--- config.mk ---
export PLATFORM = sky130hd
export DESIGN_NAME = sc_datamem_io
export DESIGN_NICKNAME = d
export VERILOG_FILES = /design/src/rtl/sc_io_pkg.sv /design/src/rtl/sc_io_regs.sv /design/src/rtl/sc_datamem_io.sv
export SDC_FILE = /design/constraint.sdc
export NUM_CORES = 1
export LEC_CHECK = 0
export ABC_AREA = 1
export CAP_MARGIN = 10
export CORE_ASPECT_RATIO = 1.1
export CORE_MARGIN = 2
export CORE_UTILIZATION = 55
export CTS_CLUSTER_SIZE = 12
export DETAILED_ROUTE_END_ITERATION = 8
export PLACE_DENSITY_LB_ADDON = 0.05
export SLEW_MARGIN = 25
export SYNTH_ARGS = -nofsm -noshare
export SYNTH_HDL_FRONTEND = slang
export SYNTH_SLANG_ARGS = --single-unit
--- constraint.sdc ---
create_clock -name clock -period 4.1 [get_ports clock]
set_input_delay 0.82 -clock clock [delete_from_list [all_inputs] [get_ports clock]]
set_output_delay 0.82 -clock clock [all_outputs]
set_load 0.05 [all_outputs]
--- src/rtl/sc_io_pkg.sv ---
// Shared constants and helpers for the data-memory / memory-mapped I/O block.
package sc_io_pkg;

  // Word offsets inside the I/O window (addr[6:2]).
  localparam logic [4:0] OFF_OUT    = 5'd0;
  localparam logic [4:0] OFF_IN     = 5'd8;
  localparam logic [4:0] OFF_STATUS = 5'd16;
  localparam logic [4:0] OFF_MASK   = 5'd17;
  localparam logic [4:0] OFF_CYCLES = 5'd18;

  // Replace only the byte lanes whose enable is set.
  function automatic logic [31:0] be_merge(input logic [31:0] old_word,
                                           input logic [31:0] new_word,
                                           input logic [3:0]  be);
    logic [31:0] merged;
    for (int i = 0; i < 4; i++) begin
      merged[8*i +: 8] = be[i] ? new_word[8*i +: 8] : old_word[8*i +: 8];
    end
    return merged;
  endfunction

endpackage

--- src/rtl/sc_io_regs.sv ---
// I/O register window: output ports, synchronised inputs with sticky change
// flags, interrupt mask, free-running cycle counter and the I/O read mux.
module sc_io_regs
  import sc_io_pkg::*;
#(
  parameter int N_OUT = 3,
  parameter int N_IN  = 2
) (
  input  logic                  clock,
  input  logic                  resetn,
  input  logic [4:0]            off,
  input  logic                  wr_en,
  input  logic [31:0]           datain,
  input  logic [3:0]            be,
  input  logic [32*N_IN-1:0]    in_port,
  output logic [31:0]           rdata,
  output logic [32*N_OUT-1:0]   out_port,
  output logic                  irq
);

  logic [32*N_OUT-1:0] out_q;
  logic [32*N_IN-1:0]  sync1_q;
  logic [32*N_IN-1:0]  sync2_q;
  logic [32*N_IN-1:0]  prev_q;
  logic [N_IN-1:0]     change;
  logic [N_IN-1:0]     w1c;
  logic [N_IN-1:0]     status_d;
  logic [N_IN-1:0]     status_q;
  logic [N_IN-1:0]     mask_q;
  logic [31:0]         cycles_q;

  // Output port registers, byte-lane writable.
  always_ff @(posedge clock or negedge resetn) begin
    if (!resetn) begin
      out_q <= '0;
    end else if (wr_en) begin
      for (int k = 0; k < N_OUT; k++) begin
        if (off == OFF_OUT + 5'(k)) begin
          out_q[32*k +: 32] <= be_merge(out_q[32*k +: 32], datain, be);
        end
      end
    end
  end

  // Two-flop synchroniser plus a history stage for change detection.
  // NOTE: non-blocking assignments make every stage capture its predecessor's
  // old value; blocking ones would collapse the chain into a single flop.
  always_ff @(posedge clock or negedge resetn) begin
    if (!resetn) begin
      sync1_q <= '0;
      sync2_q <= '0;
      prev_q  <= '0;
    end else begin
      sync1_q <= in_port;
      sync2_q <= sync1_q;
      prev_q  <= sync2_q;
    end
  end

  // Sticky flag next state: clear first, then set, so a new change wins.
  always_comb begin
    change = '0;
    for (int k = 0; k < N_IN; k++) begin
      change[k] = (sync2_q[32*k +: 32] != prev_q[32*k +: 32]);
    end
    w1c      = (wr_en && off == OFF_STATUS && be[0]) ? datain[N_IN-1:0] : '0;
    status_d = (status_q & ~w1c) | change;
  end

  // Status flags and interrupt mask registers.
  always_ff @(posedge clock or negedge resetn) begin
    if (!resetn) begin
      status_q <= '0;
      mask_q   <= '0;
    end else begin
      status_q <= status_d;
      if (wr_en && off == OFF_MASK && be[0]) begin
        mask_q <= datain[N_IN-1:0];
      end
    end
  end

  // Cycle counter: a full-word write replaces that cycle's increment.
  always_ff @(posedge clock or negedge resetn) begin
    if (!resetn) begin
      cycles_q <= '0;
    end else if (wr_en && off == OFF_CYCLES && be == 4'hF) begin
      cycles_q <= datain;
    end else begin
      cycles_q <= cycles_q + 32'd1;
    end
  end

  // I/O read mux; unmapped offsets read as zero.
  // NOTE: rdata gets its default before any branch, so no path leaves it
  // unassigned and no latch is inferred.
  always_comb begin
    rdata = '0;
    for (int k = 0; k < N_OUT; k++) begin
      if (off == OFF_OUT + 5'(k)) rdata = out_q[32*k +: 32];
    end
    for (int k = 0; k < N_IN; k++) begin
      if (off == OFF_IN + 5'(k)) rdata = sync2_q[32*k +: 32];
    end
    if (off == OFF_STATUS) rdata[N_IN-1:0] = status_q;
    if (off == OFF_MASK)   rdata[N_IN-1:0] = mask_q;
    if (off == OFF_CYCLES) rdata = cycles_q;
  end

  assign out_port = out_q;
  assign irq      = |(status_q & mask_q);

endmodule

--- src/rtl/sc_datamem_io.sv ---
// Data memory plus memory-mapped I/O for the single-cycle CPU. addr[IO_BIT]
// selects between the word RAM and the I/O register window.
module sc_datamem_io
  import sc_io_pkg::*;
#(
  parameter int DMEM_WORDS = 32,
  parameter int N_OUT      = 3,
  parameter int N_IN       = 2,
  parameter int IO_BIT     = 7
) (
  input  logic                  clock,
  input  logic                  resetn,
  input  logic [31:0]           addr,
  input  logic [31:0]           datain,
  input  logic                  we,
  input  logic [3:0]            be,
  output logic [31:0]           dataout,
  output logic [32*N_OUT-1:0]   out_port,
  input  logic [32*N_IN-1:0]    in_port,
  output logic                  irq
);

  localparam int AW = $clog2(DMEM_WORDS);
  // Address bits that take part in decoding; the rest alias.
  localparam logic [31:0] ADDR_USED = (32'd1 << IO_BIT) | 32'h0000_007C |
                                      (((32'd1 << AW) - 32'd1) << 2);

  logic [31:0]   mem [DMEM_WORDS];
  logic [AW-1:0] idx;
  logic          is_io;
  logic [31:0]   io_rdata;
  logic          unused_addr;

  assign is_io       = addr[IO_BIT];
  assign idx         = addr[AW+1:2];
  assign unused_addr = ^(addr & ~ADDR_USED);

  // Word RAM with byte-lane stores.
  // NOTE: the RAM has no reset on purpose; its contents survive resetn and
  // a reset would prevent mapping it onto block memory.
  always_ff @(posedge clock) begin
    if (we && !is_io) begin
      mem[idx] <= be_merge(mem[idx], datain, be);
    end
  end

  sc_io_regs #(
    .N_OUT (N_OUT),
    .N_IN  (N_IN)
  ) u_io (
    .clock    (clock),
    .resetn   (resetn),
    .off      (addr[6:2]),
    .wr_en    (we && is_io),
    .datain   (datain),
    .be       (be),
    .in_port  (in_port),
    .rdata    (io_rdata),
    .out_port (out_port),
    .irq      (irq)
  );

  assign dataout = is_io ? io_rdata : mem[idx];

endmodule

### The metal 1 layer

Cells faint in the background.
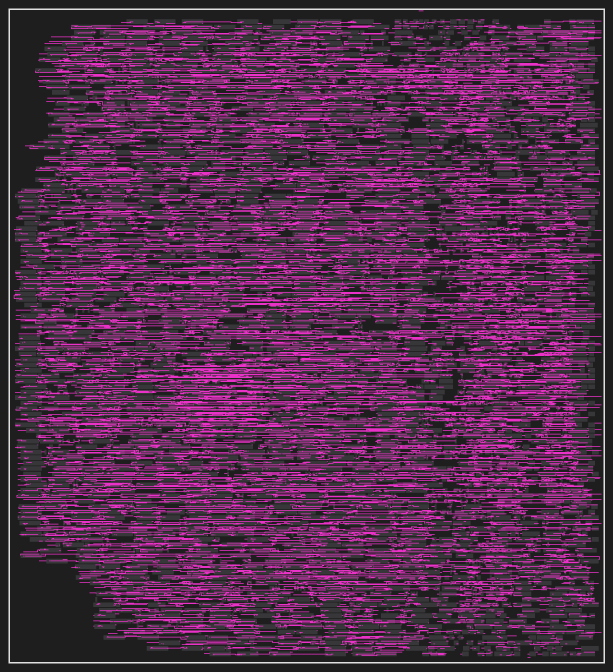
nets with wire on the layer = 4270
wire length on this layer = 60.5 mm
longest straight run = 127 um

### M2 wires

Bar = 100 um.
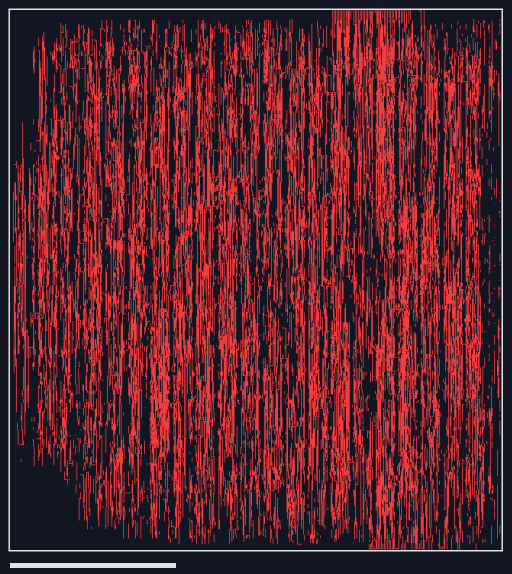
longest straight run = 92.5 um
main direction = vertical
vias post-DR: 34500
WL final: 154500 um
global routing usage on met2: 0.5172

### Signal wires on met3

Bar = 100 um.
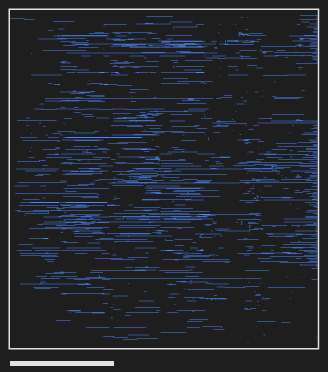
nets with wire on the layer = 511
share of all routed wire = 9.1%
longest straight run = 170 um
main direction = horizontal
routing usage on met3: 0.05842

### Metal 4

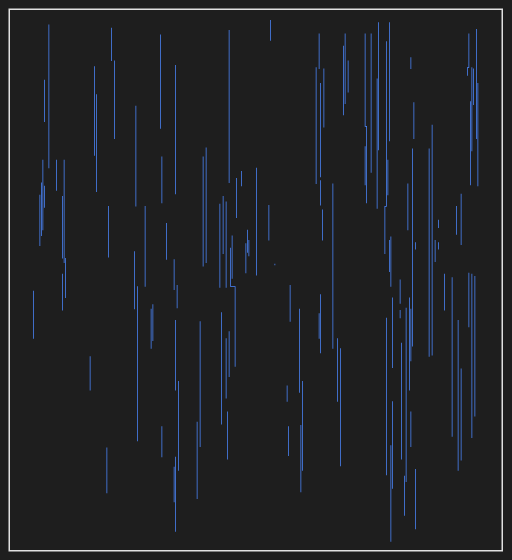
share of all routed wire = 3.6%
main direction = vertical
nets with wire on the layer = 85
longest straight run = 139 um
wire length on this layer = 5550 um

==> ci_impl_report.md <==
### Metrics collected by this job

| Metric | Value |
|---|---|
| Final min period | `4.003 ns` |
| Hold WS | `0.1362 ns` |
| DRT met1 WL | `60540 um` |
| Int Power | `22.60 mW` |
| Core area | `92810 um^2` |
| Setup Fix Bufs, Post-CTS | `3` |
| Antenna Cells | `2` |
| Multiplexer share | `0` |
| Fin Setup TNS | `0 ns` |
| Placed insts | `5582` |
| Floorplan utilization | `0.5564` |
| Synth Flop Type | `edfxtp_1` |
| Filler instances | `6818` |
| DR WL met2 | `74320 um` |
| Sequential power share | `0.519` |
| Port bufs | `237` |
| And+or+nand+nor area frac | `0.1312` |
| Part of the power in combinational logic | `0.089` |
| Crit-path cells | `clkdlybuf4s50_1, buf_6, nand2_2, inv_8, buf_12, a22oi_1, nand2_1, nand2_1, nand2_1, nor2_1, nand2_1, buf_12, nand2_1, nand2_1, buf_4` |
| Wire per inst | `26.58 um` |
| GR Util met1 | `0.4414` |
| CP Class | `primary input to primary output` |
| ANT nets after route | `0` |
| Initial DRC count | `4022` |
| H-tree depth | `4` |
| Comb area leader | `simple AND/OR/NAND/NOR gates` |
| DR pass1 iterations | `5` |
| Mapped cell area | `51640 um^2` |
| Unrepaired setup endpoints after global routing | `no` |
| Fmax | `249.8 MHz` |
| Clock tree buffer depth | `3` |
| Adder-cell area share of the yosys netlist | `0.0002423` |
| Post-DP HPWL | `96690 um` |
| Initial antenna violation count | `5` |
| Reg-to-Reg End | `u_io.cycles_q[20]` |
| Max-slew violation count | `0` |
| Top post-synthesis cells by count | `1388 x nand2_1, 1024 x edfxtp_1, 430 x a22oi_1, 324 x dfrtp_1, 159 x nor2_1` |
| CP most frequent cell | `nand2_1` |
| TritonCTS clock tree | `yes` |
| Slowest stage delay, CP | `0.47 ns` |
| CP max-delay cell | `clkdlybuf4s50_1` |
| Chip area | `96360 um^2` |
| Peak supply drop | `0.4536 mV` |
| Layout cells sized above 1 | `0.1254` |
| Root buffer cell | `clkbuf_16` |
| Family with the most delay on the worst path | `buffers and inverters` |
| Length of routed met3 wiring | `14080 um` |
| Seq share, synth | `0.7525` |
| Vias in the first global route | `32890` |
| Total congestion overflow | `0` |
| Vias per cell | `5.934` |
| Number of clock buffers in the layout | `188` |
| Critical path launch point type | `primary input` |
| Tightest Pin Transition | `0.7985 ns` |
| Clock network power share | `0.393` |
| Yosys chip area | `51640 um^2` |
| Final Power | `29.65 mW` |
| Hold buffer count at CTS | `0` |
| RD Place Congestion | `0.9645` |
| Ys Warns | `0` |
| Yosys cell types | `37` |
| Outcome | `complete, no violations` |
| Mapped Cells | `4013` |
| Yosys top cell by area | `edfxtp_1` |
| Busiest grt layer | `met2` |
| Dpl ws | `-0.09274 ns` |
| Mapped Nets | `4149` |
| Layout clock area frac | `0.06614` |
| Die height | `325.4 um` |
| Count of non-CTS buffers in the layout | `511` |
| Inverters | `97` |
| Largest net degree at the start of global routing | `104` |
| Rel. slew slack | `0.4676` |
| RR Startpoint | `u_io.cycles_q[1]` |
| Commonest non-fill, non-tap cell in the layout | `nand2_1` |
| Power Combinational | `2.63 mW` |
| Hold crit path type | `primary input to asynchronous set/reset pin` |
| Signal buf overhead | `0.08740` |
| Biggest register | `mem` |
| Crit path max fanout | `33` |
| Tapcells | `1249` |
| Async SR Flop Fraction | `0.2404` |
| Fin area | `62330 um^2` |
| Setup slack, reg-to-reg | `2.11 ns` |
| Sw Ratio | `0.2377` |
| Clk slew on worst S/H paths | `0.05 ns` |
| # nets final | `4616` |
| Logic area | `11960 um^2` |
| Final Skew | `0.02071 ns` |
| Final period util | `0.9762` |
| Number of core rows | `117` |
| DR top layer | `met5` |
| Crit path buffers/inverters | `6` |
| #FFs+latches synth | `1348` |
| Top cells, area | `edfxtp_1 60%, dfrtp_1 16%, nand2_1 10%` |
| Maximum capacitance violations | `0` |
| IO Pins | `264` |
| Worst Setup SP | `addr[2]` |
| Registers | `1348` |
| Yosys top cell area share | `0.5955` |
| Leading cell kind | `sequential cells` |
| Register-to-Register Path Depth | `9` |
| Clock group power | `11.6 mW` |
| Number of flops mapped to enable cells by yosys | `1024` |
| Crit path to | `dataout[15]` |
| Final setup fails | `0` |
| CP required | `3.28 ns` |
| GRT Util Overall | `0.3217` |
| Sequential cell area | `38860 um^2` |
| Drt drc | `0` |
| Pwr Density | `475.7 nW/um^2` |
| Syn Area/Cell | `12.87 um^2` |
| Multi-input gates | `2384` |
Power figures rest on the tool's default switching activity, not on a simulated workload.
